==> src/rtl/region_dispatcher.sv <==
// region_dispatcher
//   Region-side counterpart of the load balancer. Each accepted meta beat goes
//   into the FIFO of the region chosen by lb_ctrl. Each FIFO drives its own
//   AXI4-Stream-style output with first-word fall-through. Per-region
//   {operator id, load} is reported on region_stats_out. An operator id is
//   reprogrammed by a per-region FSM that drains the region before swapping
//   in the new id.
//
// Ports
//   aclk, areset        clock, synchronous active-high reset
//   meta_t*             incoming meta beats (valid/ready/data)
//   lb_ctrl             target region for the current beat
//   reg_t*              per-region output streams; region i at [i*W +: W]
//   pr_*                reprogram request: region and new operator id
//   region_full         FIFO i holds QDEPTH entries
//   region_stats_out    region i at [i*F +: F] = {oid_i, load_i}
//
// Configuration macro
//   STATS_REG_EN        register region_stats_out (one cycle behind live state)
module region_dispatcher #(
    parameter int unsigned HTTP_META_WIDTH   = 8,
    parameter int unsigned OPERATOR_ID_WIDTH = 2,
    parameter int unsigned N_REGIONS         = 4,
    parameter int unsigned QDEPTH            = 4,
    parameter int unsigned PNTR_BITS         = $clog2(QDEPTH)
) (
    input  logic                                               aclk,
    input  logic                                               areset,
    input  logic                                               meta_tvalid,
    output logic                                               meta_tready,
    input  logic [HTTP_META_WIDTH-1:0]                         meta_tdata,
    input  logic [$clog2(N_REGIONS)-1:0]                       lb_ctrl,
    output logic [N_REGIONS-1:0]                               reg_tvalid,
    input  logic [N_REGIONS-1:0]                               reg_tready,
    output logic [N_REGIONS*HTTP_META_WIDTH-1:0]               reg_tdata,
    input  logic                                               pr_valid,
    output logic                                               pr_ready,
    input  logic [$clog2(N_REGIONS)-1:0]                       pr_region,
    input  logic [OPERATOR_ID_WIDTH-1:0]                       pr_oid,
    output logic [N_REGIONS-1:0]                               region_full,
    output logic [N_REGIONS*(OPERATOR_ID_WIDTH+PNTR_BITS)-1:0] region_stats_out
);

    localparam int unsigned SelW  = $clog2(N_REGIONS);
    localparam int unsigned CntW  = PNTR_BITS + 1;
    localparam int unsigned StatW = OPERATOR_ID_WIDTH + PNTR_BITS;
    localparam logic [PNTR_BITS-1:0] LoadMax = '1;

    typedef enum logic [1:0] {StActive, StDrain, StSwap} state_e;

    state_e                       state_q [N_REGIONS];
    state_e                       state_d [N_REGIONS];
    logic [CntW-1:0]              count_q [N_REGIONS];
    logic [CntW-1:0]              count_d [N_REGIONS];
    logic [PNTR_BITS-1:0]         wr_ptr_q [N_REGIONS];
    logic [PNTR_BITS-1:0]         wr_ptr_d [N_REGIONS];
    logic [PNTR_BITS-1:0]         rd_ptr_q [N_REGIONS];
    logic [PNTR_BITS-1:0]         rd_ptr_d [N_REGIONS];
    logic [HTTP_META_WIDTH-1:0]   mem_q [N_REGIONS][QDEPTH];
    logic [HTTP_META_WIDTH-1:0]   mem_d [N_REGIONS][QDEPTH];
    logic [OPERATOR_ID_WIDTH-1:0] oid_q [N_REGIONS];
    logic [OPERATOR_ID_WIDTH-1:0] oid_d [N_REGIONS];
    logic [OPERATOR_ID_WIDTH-1:0] pend_oid_q;
    logic [OPERATOR_ID_WIDTH-1:0] pend_oid_d;

    logic [N_REGIONS-1:0]         meta_sel;
    logic [N_REGIONS-1:0]         pr_sel;
    logic [N_REGIONS-1:0]         full;
    logic [N_REGIONS-1:0]         enq_allowed;
    logic [N_REGIONS-1:0]         enq;
    logic [N_REGIONS-1:0]         deq;
    logic                         pr_fire;
    logic [N_REGIONS*StatW-1:0]   stats_live;

    // Decode selectors by equality so an out-of-range index selects nothing.
    always_comb begin
        meta_sel = '0;
        pr_sel   = '0;
        for (int i = 0; i < N_REGIONS; i++) begin
            if (lb_ctrl == SelW'(i)) meta_sel[i] = 1'b1;
            if (pr_region == SelW'(i)) pr_sel[i] = 1'b1;
        end
    end

    always_comb begin
        for (int i = 0; i < N_REGIONS; i++) begin
            full[i] = (count_q[i] == CntW'(QDEPTH));
        end
    end

    // ---------------------------------------------------------------- FSM
    always_ff @(posedge aclk) begin
        if (areset) begin
            for (int i = 0; i < N_REGIONS; i++) begin
                state_q[i] <= StActive;
                oid_q[i]   <= OPERATOR_ID_WIDTH'(i);
            end
            pend_oid_q <= '0;
        end else begin
            for (int i = 0; i < N_REGIONS; i++) begin
                state_q[i] <= state_d[i];
                oid_q[i]   <= oid_d[i];
            end
            pend_oid_q <= pend_oid_d;
        end
    end

    always_comb begin
        pend_oid_d = pr_fire ? pr_oid : pend_oid_q;
        for (int i = 0; i < N_REGIONS; i++) begin
            state_d[i] = state_q[i];
            oid_d[i]   = oid_q[i];
            unique case (state_q[i])
                StActive: if (pr_fire && pr_sel[i]) state_d[i] = StDrain;
                // Checked on the registered count so an empty region still
                // spends one cycle here.
                StDrain:  if (count_q[i] == '0) state_d[i] = StSwap;
                StSwap: begin
                    oid_d[i]   = pend_oid_q;
                    state_d[i] = StActive;
                end
                default:  state_d[i] = StActive;
            endcase
        end
    end

    always_comb begin
        for (int i = 0; i < N_REGIONS; i++) begin
            enq_allowed[i] = (state_q[i] == StActive);
        end
        pr_ready = &enq_allowed;
    end

    // ------------------------------------------------------------ handshakes
    assign pr_fire     = pr_valid & pr_ready;
    // No bypass: a full FIFO refuses even when it dequeues this cycle.
    assign meta_tready = ~areset & |(meta_sel & enq_allowed & ~full);
    assign enq         = meta_sel & {N_REGIONS{meta_tvalid & meta_tready}};
    assign deq         = reg_tvalid & reg_tready;

    // --------------------------------------------------------------- FIFOs
    always_comb begin
        for (int i = 0; i < N_REGIONS; i++) begin
            wr_ptr_d[i] = wr_ptr_q[i];
            rd_ptr_d[i] = rd_ptr_q[i];
            count_d[i]  = count_q[i];
            for (int j = 0; j < QDEPTH; j++) begin
                mem_d[i][j] = mem_q[i][j];
            end
            if (enq[i]) begin
                mem_d[i][wr_ptr_q[i]] = meta_tdata;
                wr_ptr_d[i]           = wr_ptr_q[i] + 1'b1;
            end
            if (deq[i]) begin
                rd_ptr_d[i] = rd_ptr_q[i] + 1'b1;
            end
            unique case ({enq[i], deq[i]})
                2'b10:   count_d[i] = count_q[i] + 1'b1;
                2'b01:   count_d[i] = count_q[i] - 1'b1;
                default: count_d[i] = count_q[i];
            endcase
        end
    end

    always_ff @(posedge aclk) begin
        if (areset) begin
            for (int i = 0; i < N_REGIONS; i++) begin
                wr_ptr_q[i] <= '0;
                rd_ptr_q[i] <= '0;
                count_q[i]  <= '0;
            end
        end else begin
            for (int i = 0; i < N_REGIONS; i++) begin
                wr_ptr_q[i] <= wr_ptr_d[i];
                rd_ptr_q[i] <= rd_ptr_d[i];
                count_q[i]  <= count_d[i];
            end
        end
    end

    // Storage needs no reset: contents are only visible while count is non-zero.
    always_ff @(posedge aclk) begin
        for (int i = 0; i < N_REGIONS; i++) begin
            for (int j = 0; j < QDEPTH; j++) begin
                mem_q[i][j] <= mem_d[i][j];
            end
        end
    end

    // -------------------------------------------------------------- outputs
    always_comb begin
        for (int i = 0; i < N_REGIONS; i++) begin
            reg_tvalid[i]                                   = (count_q[i] != '0);
            reg_tdata[i*HTTP_META_WIDTH +: HTTP_META_WIDTH] = mem_q[i][rd_ptr_q[i]];
            region_full[i]                                  = full[i];
        end
    end

    // Load saturates; a full FIFO is flagged separately on region_full.
    always_comb begin
        for (int i = 0; i < N_REGIONS; i++) begin
            if (count_q[i] > {1'b0, LoadMax}) begin
                stats_live[i*StatW +: StatW] = {oid_q[i], LoadMax};
            end else begin
                stats_live[i*StatW +: StatW] = {oid_q[i], count_q[i][PNTR_BITS-1:0]};
            end
        end
    end

`ifdef STATS_REG_EN
    logic [N_REGIONS*StatW-1:0] stats_q;
    logic [N_REGIONS*StatW-1:0] stats_d;

    assign stats_d = stats_live;

    always_ff @(posedge aclk) begin
        if (areset) begin
            for (int i = 0; i < N_REGIONS; i++) begin
                stats_q[i*StatW +: StatW] <= {OPERATOR_ID_WIDTH'(i), {PNTR_BITS{1'b0}}};
            end
        end else begin
            stats_q <= stats_d;
        end
    end

    assign region_stats_out = stats_q;
`else
    assign region_stats_out = stats_live;
`endif

endmodule

==> config.mk <==
export PLATFORM = sky130hd
export DESIGN_NAME = region_dispatcher
export DESIGN_NICKNAME = d
export VERILOG_FILES = /design/src/rtl/region_dispatcher.sv
export SDC_FILE = /design/constraint.sdc
export NUM_CORES = 1
export LEC_CHECK = 0
export CAP_MARGIN = 30
export CORE_UTILIZATION = 25
export CTS_CLUSTER_SIZE = 30
export DETAILED_ROUTE_END_ITERATION = 6
export DONT_BUFFER_PORTS = 1
export SYNTH_ARGS = -nofsm -noshare
export SYNTH_HDL_FRONTEND = slang
export SYNTH_SLANG_ARGS = --single-unit
==> constraint.sdc <==
create_clock -name aclk -period 6.4 [get_ports aclk]
set_clock_uncertainty 0.05 [all_clocks]
set_input_delay 1.28 -clock aclk [delete_from_list [all_inputs] [get_ports aclk]]
set_output_delay 1.28 -clock aclk [all_outputs]
set_load 0.02 [all_outputs]
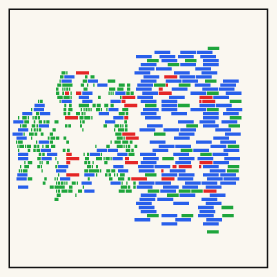
class_map.png
Drawn at 1.5 px/um.
class	colour	cells
sequential cells	blue	174
remaining logic cells	green	267
clock drivers and dummy loads	red	31

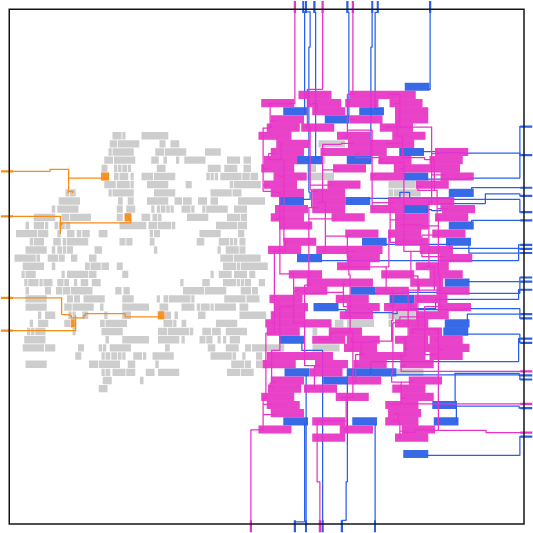
port_trees.png
Drawn at 3 px/um.
port	colour	bits	direction	edge	end cells	wire
`reg_tvalid`	orange	4	output	west	4	177 um
`reg_tdata`	blue	32	output	20 east, 7 north, 5 south	32	1330 um
`meta_tdata`	magenta	8	input	3 east, 3 north, 2 south	128	1590 um
IO Port Bufs: 0
ports placed on the boundary: 80

==> impl_report.txt <==
RUN METRICS
----------------------------------------------------
[Logic synthesis]
  Post-synthesis cell type count ........................ 42
  Top non-seq family ........................ multiplexers
  XOR/XNOR Fraction of Synth Area ........................ 1.96%
  Number of cells produced by synthesis ........................ 458
  Most area-hungry cell type in the Yosys netlist ........................ sky130_fd_sc_hd__edfxtp_1
  Most frequent cell after synthesis ........................ sky130_fd_sc_hd__edfxtp_1
  Total cells reported by yosys after synthesis ........................ 458
  Tally of yosys warning messages ........................ 0

[Cells and area]
  Total of fill cells in the finished design ........................ 2844
  Top cell excl fill/tap ........................ sky130_fd_sc_hd__edfxtp_1
  ClkCell Share ........................ 6.87%
  Flip-flop and latch count ........................ 174
  Logic share of the area ........................ 26.9%
  Multi-input combinational gate total ........................ 233
  Non-clock buffer count ........................ 0
  Proportion of cell area occupied by registers ........................ 58.8%
  Number of signal-net inverters in the final layout ........................ 34
  Non-filler instance count after layout ........................ 850
  Final core utilization ........................ 29.0%
  Share of cells above drive strength 1 ........................ 16.3%
  Register with the highest flop count ........................ mem_q

[Flow run]
  OpenROAD warning count ........................ 38

[Route]
  Antenna Violating Nets Remaining ........................ 0
  Detail-routed net length per standard cell ........................ 17.1 um
  Violation count after the first detailed-routing iteration ........................ 199
  Detailed-routed wire length on met2 ........................ 7010 um
  Number of iterations in the first detailed-routing pass ........................ 5
  M1 WL ........................ 6440 um
  Highest routed layer ........................ met4

[Global route]
  Pin count of the biggest net entering global routing ........................ 40
  Global-route wire length before repair ........................ 22000 um
  Met3 routing resource usage after global routing ........................ 3.98%
  Met2 routing resource usage after global routing ........................ 16.8%
  Initial antenna violation count ........................ 0
  Aggregate global routing overflow ........................ 0
  Busiest metal layer after global routing ........................ met2

[Place]
  Placed Instance Area ........................ 7540 um^2
  Weighted congestion at the end of routability-driven global placement ........................ 0.790
  Total half-perimeter wirelength after legalization and detailed placement ........................ 10600 um

[Pwr]
  Internal power consumption ........................ 1.83 mW
  Proportion of power drawn by the clock network ........................ 40.9%
  Peak ir drop on the vdd network ........................ 0.150 mV
  Register share of total power ........................ 52.7%
  Group drawing the most power ........................ registers

[STA]
  Setup repair after global routing missed its margin ........................ no
  Setup-failing EPs final ........................ 0
  Setup slack of the critical path after layout ........................ 2630 ps
  Worst-Margin Slew ........................ 800 ps
  Setup TNS ........................ 0 ps
  Highest attainable clock frequency ........................ 0.265 GHz

[Worst setup path]
  Arr. time, crit path ........................ 2440 ps
  Critical-path maximum fanout ........................ 5
  Sort of element at the start of the critical path ........................ input pin
  Crit Reg-Reg Endpoint ........................ count_q[1][2]
  R2r startpoint ........................ count_q[1][2]
  Delay contributed by the slowest stage of the critical path ........................ 700 ps
  Cell with the biggest individual delay on the critical path ........................ sky130_fd_sc_hd__a211oi_1

[Clock network]
  Buffer levels on the longest clock path ........................ 2
  Post-cts hold-fix buffer tally ........................ 0
  Deepest level of the CTS H-tree ........................ 4
  Buffers inserted during post-CTS setup optimization ........................ 0
  Quantity of gates resized following cts ........................ 0

[Status]
  Status ........................ finished, final reports clean

[Floorplan]
  Vertical die size ........................ 171 um
  Tap cell instance count ........................ 378
  Floorplan core area ........................ 27900 um^2

----------------------------------------------------
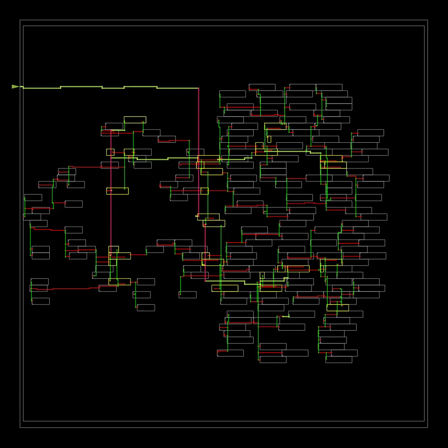
clock_nets.png
TritonCTS Sinks: 174
clock buffers created by TritonCTS: 17
worst skew pair latency: 420 ps
Clock net power: 975 uW
# clk buffers: 17

No activity file was given, so power comes from the tool's default toggle rates.
